### src/rtl/solar_sensor_sampler_pkg.sv
// Shared definitions for the solar sensor sampler.
// Holds the sensor width, the channel indices, the tracker hysteresis and the
// sampler FSM state encoding.
package solar_pkg;

  localparam int SENS_W = 8;

  // Tracker hysteresis, shared with the downstream tracker FSM.
  localparam int TH = 4;

  localparam logic [1:0] CH_N = 2'd0;
  localparam logic [1:0] CH_E = 2'd1;
  localparam logic [1:0] CH_S = 2'd2;
  localparam logic [1:0] CH_W = 2'd3;

  typedef enum logic [2:0] {
    S_SEL    = 3'd0,
    S_START  = 3'd1,
    S_WAIT   = 3'd2,
    S_ACC    = 3'd3,
    S_COMMIT = 3'd4
  } state_t;

endpackage

### src/rtl/solar_sensor_sampler_if.sv
// ADC-side and tracker-side signal bundle of the solar sensor sampler.
// master: the sampler (drives mux select, start and the filtered levels).
// slave : the ADC and tracker side (drives conversion data and done).
interface solar_sensor_sampler_if;
  import solar_pkg::*;

  logic [SENS_W-1:0] adc_data;   // conversion result, valid with adc_done
  logic              adc_done;   // one-cycle conversion-complete pulse
  logic [1:0]        adc_sel;    // mux channel 0=N 1=E 2=S 3=W
  logic              adc_start;  // one-cycle conversion request
  logic [SENS_W-1:0] lsn;        // averaged north level
  logic [SENS_W-1:0] lse;        // averaged east level
  logic [SENS_W-1:0] lss;        // averaged south level
  logic [SENS_W-1:0] lsw;        // averaged west level
  logic              upd;        // one-cycle pulse when lsn..lsw commit
  logic              adc_err;    // sticky conversion-timeout flag

  modport master (
    input  adc_data, adc_done,
    output adc_sel, adc_start, lsn, lse, lss, lsw, upd, adc_err
  );

  modport slave (
    output adc_data, adc_done,
    input  adc_sel, adc_start, lsn, lse, lss, lsw, upd, adc_err
  );

endinterface

### src/rtl/solar_sensor_sampler_chan_avg.sv
// Purpose : per-channel accumulator, sample counter and averaging shift.
// Latency : done_o/avg_o are combinational on the add_i cycle of the last sample.
// Backpres: none; one sample is absorbed on every add_i cycle.
// Ports   : clk, rst; clear_i drops a partial average; add_i + sample_i add one
//           sample; done_o flags the final sample, avg_o is the truncated mean.
module solar_chan_avg
  import solar_pkg::*;
#(
  parameter int AVG_LOG2 = 2
) (
  input  logic              clk,
  input  logic              rst,
  input  logic              clear_i,
  input  logic              add_i,
  input  logic [SENS_W-1:0] sample_i,
  output logic              done_o,
  output logic [SENS_W-1:0] avg_o
);

  // Wide enough for 2^AVG_LOG2 full-scale samples, so the sum never wraps.
  localparam int AW = SENS_W + AVG_LOG2;

  logic [AW-1:0]       acc_q;
  logic [AW-1:0]       acc_d;
  logic [AVG_LOG2-1:0] cnt_q;

  assign acc_d  = acc_q + AW'(sample_i);
  // The count saturates at all-ones just before the final sample arrives.
  assign done_o = add_i & (&cnt_q);
  assign avg_o  = acc_d[AW-1:AVG_LOG2];

  always_ff @(posedge clk or posedge rst) begin
    if (rst) begin
      acc_q <= '0;
      cnt_q <= '0;
    end else if (clear_i) begin
      acc_q <= '0;
      cnt_q <= '0;
    end else if (add_i) begin
      if (done_o) begin
        acc_q <= '0;
        cnt_q <= '0;
      end else begin
        acc_q <= acc_d;
        cnt_q <= cnt_q + 1'b1;
      end
    end
  end

endmodule

### src/rtl/solar_sensor_sampler.sv
// Purpose : sequences N/E/S/W conversions on one muxed ADC and averages each.
// Latency : a full sweep is 4*SETTLE + 4*2^AVG_LOG2*(conv+2) + 1 cycles to upd.
// Backpres: none; waits on adc_done, and gives up after TIMEOUT cycles.
// Ports   : clk, rst (async, active-high); bus.master carries adc_data/adc_done
//           in and adc_sel/adc_start/lsn/lse/lss/lsw/upd/adc_err out.
module solar_sensor_sampler
  import solar_pkg::*;
#(
  parameter int AVG_LOG2 = 2,
  parameter int SETTLE   = 8,
  parameter int TIMEOUT  = 255
) (
  input  logic                  clk,
  input  logic                  rst,
  solar_sensor_sampler_if.master bus
);

  localparam int SW = (SETTLE > 1) ? $clog2(SETTLE) : 1;
  localparam int TW = $clog2(TIMEOUT + 1);

  state_t            state_q;
  logic [1:0]        ch_q;
  logic [SW-1:0]     settle_q;
  logic [TW-1:0]     tmo_q;
  logic [SENS_W-1:0] sample_q;
  logic [SENS_W-1:0] sh_n_q, sh_e_q, sh_s_q;
  logic [SENS_W-1:0] lsn_q, lse_q, lss_q, lsw_q;
  logic              adc_start_q;
  logic              upd_q;
  logic              err_q;

  logic              acc_add;
  logic              tmo_hit;
  logic              avg_done;
  logic [SENS_W-1:0] avg;

  assign acc_add = (state_q == S_ACC);
  // A done arriving on the terminal-count cycle takes priority over the error.
  assign tmo_hit = (state_q == S_WAIT) && !bus.adc_done &&
                   (tmo_q == TW'(TIMEOUT - 1));

  solar_chan_avg #(.AVG_LOG2(AVG_LOG2)) u_avg (
    .clk      (clk),
    .rst      (rst),
    .clear_i  (tmo_hit),
    .add_i    (acc_add),
    .sample_i (sample_q),
    .done_o   (avg_done),
    .avg_o    (avg)
  );

  always_ff @(posedge clk or posedge rst) begin
    if (rst) begin
      state_q     <= S_SEL;
      ch_q        <= CH_N;
      settle_q    <= '0;
      tmo_q       <= '0;
      sample_q    <= '0;
      sh_n_q      <= '0;
      sh_e_q      <= '0;
      sh_s_q      <= '0;
      lsn_q       <= '0;
      lse_q       <= '0;
      lss_q       <= '0;
      lsw_q       <= '0;
      adc_start_q <= 1'b0;
      upd_q       <= 1'b0;
      err_q       <= 1'b0;
    end else begin
      adc_start_q <= 1'b0;
      upd_q       <= 1'b0;
      case (state_q)
        S_SEL: begin
          if (settle_q == SW'(SETTLE - 1)) begin
            settle_q    <= '0;
            adc_start_q <= 1'b1;
            state_q     <= S_START;
          end else begin
            settle_q <= settle_q + 1'b1;
          end
        end
        S_START: begin
          tmo_q   <= '0;
          state_q <= S_WAIT;
        end
        S_WAIT: begin
          if (bus.adc_done) begin
            sample_q <= bus.adc_data;
            state_q  <= S_ACC;
          end else if (tmo_hit) begin
            // Retry the same channel; the averager drops its partial sum.
            err_q   <= 1'b1;
            state_q <= S_SEL;
          end else begin
            tmo_q <= tmo_q + 1'b1;
          end
        end
        S_ACC: begin
          if (!avg_done) begin
            adc_start_q <= 1'b1;
            state_q     <= S_START;
          end else if (ch_q == CH_W) begin
            // West goes straight to the output; all four levels and upd
            // become visible together during the S_COMMIT cycle.
            lsn_q   <= sh_n_q;
            lse_q   <= sh_e_q;
            lss_q   <= sh_s_q;
            lsw_q   <= avg;
            upd_q   <= 1'b1;
            state_q <= S_COMMIT;
          end else begin
            case (ch_q)
              CH_N:    sh_n_q <= avg;
              CH_E:    sh_e_q <= avg;
              default: sh_s_q <= avg;
            endcase
            ch_q    <= ch_q + 2'd1;
            state_q <= S_SEL;
          end
        end
        S_COMMIT: begin
          ch_q    <= CH_N;
          state_q <= S_SEL;
        end
        default: state_q <= S_SEL;
      endcase
    end
  end

  // adc_sel is the channel register itself, which only moves on S_SEL entry.
  assign bus.adc_sel   = ch_q;
  assign bus.adc_start = adc_start_q;
  assign bus.lsn       = lsn_q;
  assign bus.lse       = lse_q;
  assign bus.lss       = lss_q;
  assign bus.lsw       = lsw_q;
  assign bus.upd       = upd_q;
  assign bus.adc_err   = err_q;

endmodule
### src/flat_wrapper.sv
// flat-port wrapper written by rule: the top's interface ports become plain ports
module solar_sensor_sampler_flat import solar_pkg::*;
#(
  parameter int AVG_LOG2 = 2,
  parameter int SETTLE   = 8,
  parameter int TIMEOUT  = 255
)
  (clk, rst, bus_adc_data, bus_adc_done, bus_adc_sel, bus_adc_start, bus_lsn, bus_lse, bus_lss, bus_lsw, bus_upd, bus_adc_err);
  solar_sensor_sampler_if bus_i ();
  input  logic clk;
  input  logic rst;
  input wire logic [$bits(bus_i.adc_data)-1:0] bus_adc_data;
  input wire logic [$bits(bus_i.adc_done)-1:0] bus_adc_done;
  output wire logic [$bits(bus_i.adc_sel)-1:0] bus_adc_sel;
  output wire logic [$bits(bus_i.adc_start)-1:0] bus_adc_start;
  output wire logic [$bits(bus_i.lsn)-1:0] bus_lsn;
  output wire logic [$bits(bus_i.lse)-1:0] bus_lse;
  output wire logic [$bits(bus_i.lss)-1:0] bus_lss;
  output wire logic [$bits(bus_i.lsw)-1:0] bus_lsw;
  output wire logic [$bits(bus_i.upd)-1:0] bus_upd;
  output wire logic [$bits(bus_i.adc_err)-1:0] bus_adc_err;
  assign bus_i.adc_data = bus_adc_data;
  assign bus_i.adc_done = bus_adc_done;
  assign bus_adc_sel = bus_i.adc_sel;
  assign bus_adc_start = bus_i.adc_start;
  assign bus_lsn = bus_i.lsn;
  assign bus_lse = bus_i.lse;
  assign bus_lss = bus_i.lss;
  assign bus_lsw = bus_i.lsw;
  assign bus_upd = bus_i.upd;
  assign bus_adc_err = bus_i.adc_err;
  solar_sensor_sampler #(.AVG_LOG2(AVG_LOG2), .SETTLE(SETTLE), .TIMEOUT(TIMEOUT)) u_core (.clk(clk), .rst(rst), .bus(bus_i));
endmodule
### config.mk
export PLATFORM = sky130hd
export DESIGN_NAME = solar_sensor_sampler_flat
export DESIGN_NICKNAME = d
export VERILOG_FILES = /design/src/rtl/solar_sensor_sampler_pkg.sv /design/src/rtl/solar_sensor_sampler_if.sv /design/src/rtl/solar_sensor_sampler_chan_avg.sv /design/src/rtl/solar_sensor_sampler.sv /design/src/flat_wrapper.sv
export SDC_FILE = /design/constraint.sdc
export NUM_CORES = 1
export LEC_CHECK = 0
export CAP_MARGIN = 20
export CORE_ASPECT_RATIO = 1.25
export CORE_MARGIN = 8
export CORE_UTILIZATION = 58
export CTS_BUF_LIST = sky130_fd_sc_hd__clkbuf_4 sky130_fd_sc_hd__clkbuf_8
export CTS_CLUSTER_DIAMETER = 120
export CTS_CLUSTER_SIZE = 24
export DETAILED_ROUTE_END_ITERATION = 8
export PLACE_DENSITY = 0.83
export SLEW_MARGIN = 20
export SYNTH_ARGS = -nofsm -noshare
export SYNTH_HDL_FRONTEND = slang
export SYNTH_SLANG_ARGS = --single-unit
### constraint.sdc
create_clock -name clk -period 4.2 [get_ports clk]
set_input_delay 0.84 -clock clk [delete_from_list [all_inputs] [get_ports clk]]
set_output_delay 0.84 -clock clk [all_outputs]
set_load 0.03 [all_outputs]
==> results.json, run 1 <==
{
  "synth_nets": 396,
  "hold_start": "u_core.bus.adc_err",
  "synth_cell_types": 52,
  "drt_wl_total_um": 8410,
  "reg2reg_to": "u_core.bus.lss[5]",
  "p_sw_frac": 0.399,
  "avgSynthCellArea_um2": 12.0,
  "xor_share": 0.0199,
  "synth_top_cell_by_area": "dfrtp_1",
  "powerClk_uw": 581,
  "worstPathArrival_ns": 2.83,
  "port_buffers": 47,
  "yosys_most_used_dff": "dfrtp_1",
  "p_comb_uw": 1320,
  "antennaDiodeCount": 0,
  "root_buffer": "clkbuf_8",
  "comb_area_um2": 1910,
  "cp_num_buf_inv": 1,
  "cp_top_family": "simple AND/OR/NAND/NOR gates",
  "max_stage_delay_ns": 0.58,
  "clock_sinks": 95,
  "reg2reg_slack_ns": 1.63,
  "grt_overflow_total": 0,
  "routabilityCongestion": 0.858,
  "worst-path-stages": 4,
  "drtPass1Iterations": 4,
  "warnings": 30,
  "slew_headroom": 0.416,
  "tightest_slew_ns": 0.869,
  "grt.busiest_layer": "met2",
  "ys_sh_mux": 0.156,
  "dp_slack_ns": 1.46,
  "wl_per_cell_um": 16.5,
  "fin_skew_ns": 0.0212,
  "vias": 2941,
  "fp.dieH_um": 113,
  "cap_viol_max_count": 0,
  "edf_count": 0,
  "status": "completed",
  "fin_ws_ns": 1.63,
  "path_cells": "and4b_1, nand2_1, inv_2, mux2_2",
  "drtAntennaViolNets": 0,
  "reg2reg_from": "u_core.state_q[2]",
  "yosysCellCount": 367,
  "post-dp-hpwl_um": 6140,
  "area_growth_pct": 16.4,
  "dieWidth_um": 94.0,
  "track_usage": 0.167,
  "combinationalPowerShare": 0.409,
  "clkPwrFrac": 0.180,
  "adder_share": 0.0528,
  "hold_end": "u_core.bus.adc_err",
  "grtUsageMet3": 0.0375,
  "fmax_ghz": 0.389,
  "nMultiInputCombCells": 248,
  "cp-end-kind": "flop",
  "ff_count": 95,
  "finalSetupViolCount": 0,
  "fin_crit_sh": 0.611,
  "grt_pass1_wl_um": 14200,
  "drive_gt1_frac": 0.203,
  "startpoint": "u_core.state_q[2]",
  "aoi_share": 0.105,
  "crit_type": "reg2reg",
  "cts_buffers": 9,
  "inverters": 10,
  "antenna_found_initial": 0,
  "placedInstanceArea_um2": 4930,
  "drt_first_iter_violations": 120,
  "stdcell_area_um2": 5130,
  "ir_worst_vdd_mv": 0.343
}
-- run 1: per-stage QoR --
step,hold WS [ns],power (µW),instances
2_1_floorplan,0.444,2290,367
3_3_place_gp,0.448,2570,495
3_5_place_dp,0.452,2660,495
4_1_cts,0.474,3240,511
5_1_grt,0.496,3440,511
6_report,0.468,3220,511
-- run 1: per-layer routing --
metal / wire (µm) / up-vias / part of all wire
met5: 0 / - / 0
met4: 196 / 0 / 0.023
met3: 391 / 21 / 0.047
met2: 4250 / 68 / 0.50
met1: 3570 / 1462 / 0.42
li1: - / 1390 / -
-- run 1: cell usage in the layout (no fill, tap or decap), types with 2 or more instances in the layout --
| cell | count |
|---|---|
| a211oi_1 | 2 |
| a211oi_2 | 2 |
| a21o_1 | 4 |
| a21oi_1 | 15 |
| a22o_1 | 7 |
| and2_1 | 2 |
| buf_4 | 3 |
| clkbuf_8 | 9 |
| clkdlybuf4s50_1 | 47 |
| clkinv_4 | 3 |
| dfrtp_1 | 95 |
| ha_1 | 17 |
| inv_1 | 8 |
| inv_6 | 2 |
| mux2_2 | 54 |
| mux2i_1 | 7 |
| nand2_1 | 30 |
| nand2b_1 | 5 |
| nand3_1 | 3 |
| nor2_1 | 30 |
| nor2b_1 | 5 |
| nor3_1 | 6 |
| o211ai_1 | 4 |
| o21ai_0 | 19 |
| o21ai_1 | 2 |
| xnor2_1 | 9 |
-- run 1: state kept, by name (all words and copies together), names as in the netlist, 3 cells and up --
signal              count
u_core.sample_q         8
u_core.bus.lsn          8
u_core.sh_e_q           8
u_core.bus.lss          8
u_core.sh_n_q           8
u_core.bus.lsw          8
u_core.settle_q         3
u_core.tmo_q            8
u_core.bus.lse          8
u_core.state_q          3
u_core.sh_s_q           8
u_core.u_avg.acc_q     10
run_1/clock_wires.png
Scale bar: 20 µm.
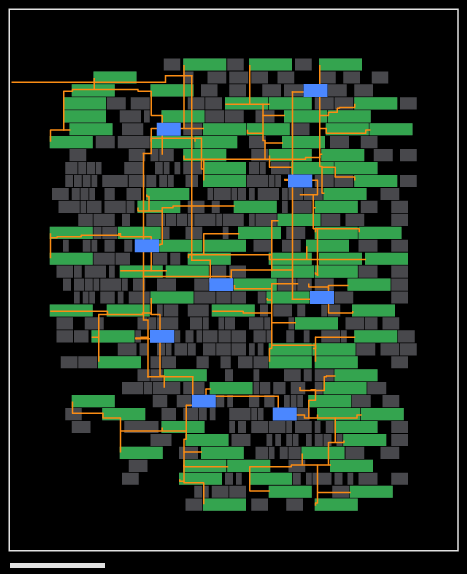
- clock wires: orange (length 1030 µm)
- flip-flops: green (count 95)
- clock-net drivers: blue (count 9)
- routed clock nets: 10

run_1/class_map.png
Scale bar: 20 µm.
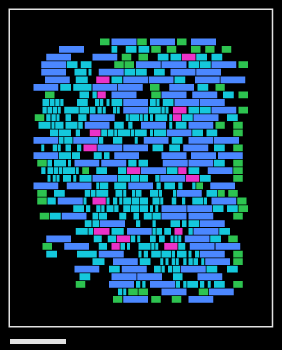
- remaining buffers and delay cells: green (cells 50; share of their area 9.8%)
- registers: blue (cells 95; share of their area 47%)
- remaining logic cells: cyan (cells 258; share of their area 39%)
- clock drivers and dummy loads: magenta (cells 16; share of their area 3.9%)
site row count: 35
final core occ: 0.697
fraction of area in registers: 0.463
core area: 7360 µm²

run_1/gates.png
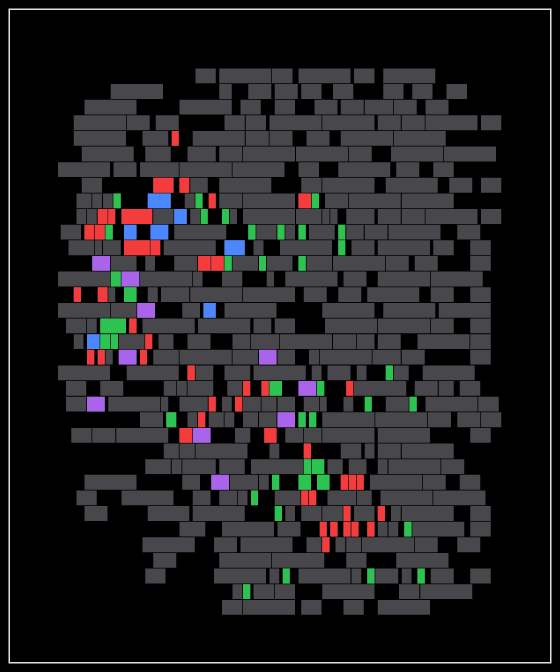
- nand cells: green (cells 39; most used nand2_1)
- nor cells: red (cells 44; most used nor2_1)
- and/or cells: blue (cells 7; most used and2_1)
- xor and xnor cells: purple (cells 10; most used xnor2_1)
combinational fraction of the cell area: 0.372
Final Instance Count excl. Fillers: 511
Top cell excl fill/tap: dfrtp_1

run_1/route_heat.png
Scale bar: 20 µm. The die is cut into 19 by 23 equal tiles; dark blue is low, red is high, scaled to the fullest tile. Values are wire area over tile area, all layers added.
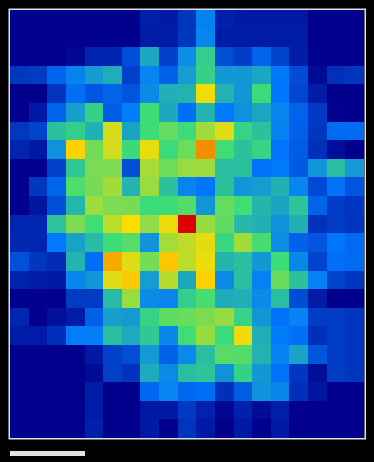
- densest ninth of the die: middle
- nearly empty tiles: 20%
- tiles over half the peak: 16%
- emptiest ninth of the die: bottom left
- mean over tiles: 0.13

## Run 2: what changed since run 1
--- a/config.mk
+++ b/config.mk
@@ -8,12 +8,12 @@
 export CAP_MARGIN = 20
 export CORE_ASPECT_RATIO = 1.25
 export CORE_MARGIN = 8
-export CORE_UTILIZATION = 58
+export CORE_UTILIZATION = 53
 export CTS_BUF_LIST = sky130_fd_sc_hd__clkbuf_4 sky130_fd_sc_hd__clkbuf_8
 export CTS_CLUSTER_DIAMETER = 120
 export CTS_CLUSTER_SIZE = 24
 export DETAILED_ROUTE_END_ITERATION = 8
-export PLACE_DENSITY = 0.83
+export PLACE_DENSITY = 0.8
 export SLEW_MARGIN = 20
 export SYNTH_ARGS = -nofsm -noshare
 export SYNTH_HDL_FRONTEND = slang
==> constraint.sdc (replaced) <==
create_clock -name clk -period 2.3 [get_ports clk]
set_input_delay 0.46 -clock clk [delete_from_list [all_inputs] [get_ports clk]]
set_output_delay 0.46 -clock clk [all_outputs]
set_load 0.03 [all_outputs]
run_2/congestion_map.png
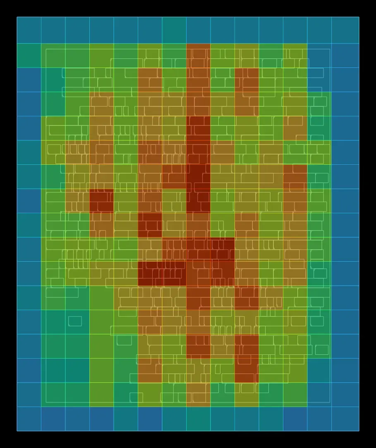
routed wire length per instance: 15.9 µm
grt met3 use: 0.0493

==> results.json, run 2 <==
{
  "routabilityCongestion": 0.842,
  "antenna_found_initial": 0,
  "cap_viol_max_count": 0,
  "lay_top_count": "dfrtp_1",
  "warnings": 30,
  "avgSynthCellArea_um2": 12.0,
  "cp-end-kind": "flop",
  "synth_top_cell_by_area": "dfrtp_1",
  "powerClk_uw": 1030,
  "grt_pass1_wl_um": 14500,
  "lay_top_cells": "95 x dfrtp_1, 54 x mux2_2, 47 x clkdlybuf4s50_1",
  "drive_gt1_frac": 0.221,
  "yosysTopAreaCellShare": 0.539,
  "p_sw_frac": 0.389,
  "grt_overflow_total": 0,
  "cts_buffers": 9,
  "wl_met2_um": 4270,
  "powerDensity_nw_per_um2": 1160,
  "top_layer_used": "met4",
  "path_cells": "ha_1, fa_1, a211oi_2, o21ai_1, a21oi_2, buf_4, mux2i_1, o211ai_1",
  "ys_area_um2": 4410,
  "dr_wl_met3_um": 384,
  "yosys_most_used_dff": "dfrtp_1",
  "port_buffers": 47,
  "fp.dieH_um": 118,
  "fin_crit_sh": 0.933,
  "tightest_slew_ns": 0.915,
  "largest_reg_flops": 10,
  "slew_headroom": 0.386,
  "cp_top_family": "adder cells",
  "fmax_ghz": 0.466,
  "drt_first_iter_violations": 125,
  "fin_ws_ns": 0.153,
  "reg2reg_to": "u_core.sh_s_q[6]",
  "ys_async_sr_fraction": 1.00,
  "synth_nets": 396,
  "hold_ws_ns": 0.482,
  "cp_num_buf_inv": 1,
  "area_growth_pct": 18.1,
  "hold_start": "u_core.sh_n_q[0]",
  "reg2reg_from": "u_core.u_avg.acc_q[0]",
  "grt.busiest_layer": "met2",
  "hold_end": "u_core.sh_n_q[0]",
  "worst_ep_required_time_ns": 2.52,
  "yosys_warnings": 0,
  "top_register": "u_core.u_avg.acc_q",
  "drtPass1Iterations": 4,
  "crit_type": "reg2reg",
  "yosysCellCount": 367,
  "worstPathArrival_ns": 2.37,
  "comb_area_um2": 1930,
  "antennaDiodeCount": 0,
  "combinationalPowerShare": 0.428,
  "core_um2": 8150,
  "fin_skew_ns": 0.0111,
  "clkPwrFrac": 0.171,
  "dp_slack_ns": 0.0781,
  "wl_met1_um": 3530,
  "root_buffer": "clkbuf_8",
  "dieWidth_um": 97.6,
  "stdcell_area_um2": 5200,
  "p_comb_uw": 2580,
  "placedInstanceArea_um2": 5010,
  "rows": 37,
  "report.power.total_uw": 6030,
  "synth_cell_types": 52,
  "clock_sinks": 95,
  "edf_count": 0,
  "status": "completed",
  "ir_worst_vdd_mv": 0.690,
  "drtAntennaViolNets": 0,
  "worstSkewPairLatency_ns": 0.36
}
run_2/route_heat.png
Scale bar: 20 µm. The die is cut into 20 by 24 equal tiles; dark blue is low, red is high, scaled to the fullest tile. Values are wire area over tile area, all layers added.
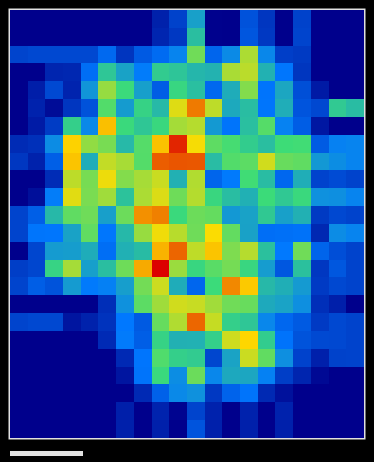
DRT Wirelength: 8290 µm
GRT Util Overall: 0.151
via count: 2883

==> run 2: worst max path at each step <==
| stage | startpoint | end | slack, ns | cells past startpoint |
|---|---|---|---|---|
| 2_1_floorplan | u_core.u_avg.acc_q[0] | u_core.bus.lsw[6] | 0.15 | 7 |
| 3_3_place_gp | u_core.u_avg.acc_q[0] | u_core.sh_s_q[6] | 0.13 | 8 |
| 3_5_place_dp | u_core.u_avg.acc_q[0] | u_core.sh_s_q[6] | 0.08 | 8 |
| 4_1_cts | u_core.u_avg.acc_q[0] | u_core.sh_s_q[6] | 0.06 | 8 |
| 5_1_grt | u_core.u_avg.acc_q[1] | u_core.sh_s_q[7] | 0.001 | 6 |
| 6_report | u_core.u_avg.acc_q[0] | u_core.sh_s_q[6] | 0.15 | 8 |
==> run 2: through the flow <==
stage | utilization | std cells
2_1_floorplan | - | 367
3_3_place_gp | 0.614 | 506
3_5_place_dp | 0.614 | 506
4_1_cts | 0.637 | 522
5_1_grt | 0.639 | 522
6_report | 0.639 | 522
==> run 2: cell families after synthesis <==
logic type | count (synthesis) | share of synthesized area
DFF | 95 | 0.539
and+or+nand+nor | 90 | 0.0994
AOI/OAI and AO/OA | 68 | 0.105
muxes | 62 | 0.156
buffers and inverters | 24 | 0.0273
adders and majority gates | 18 | 0.0528
xor gates and xnor gates | 10 | 0.0199
==> run 2: worst min-delay path, stage by stage, from the launching register on <==
cell and delay [ns]:
dfrtp_1 0.35, nand2_1 0.04, o21ai_0 0.06
==> run 2: repair_timing <==
item	CTS	global route
buffers inserted	0	0
setup endpoints to repair	0	8
resized	0	3
==> run 2: area by class of cell <==
cell class,instances,area share
sequential,95,0.457
multi-input combinational,248,0.370
timing repair buffer,56,0.106
clock buffer,9,0.0238
tap,97,0.0233
clock inverter,7,0.0118
inverter,10,0.00794
No activity file was given, so power comes from the tool's default toggle rates.
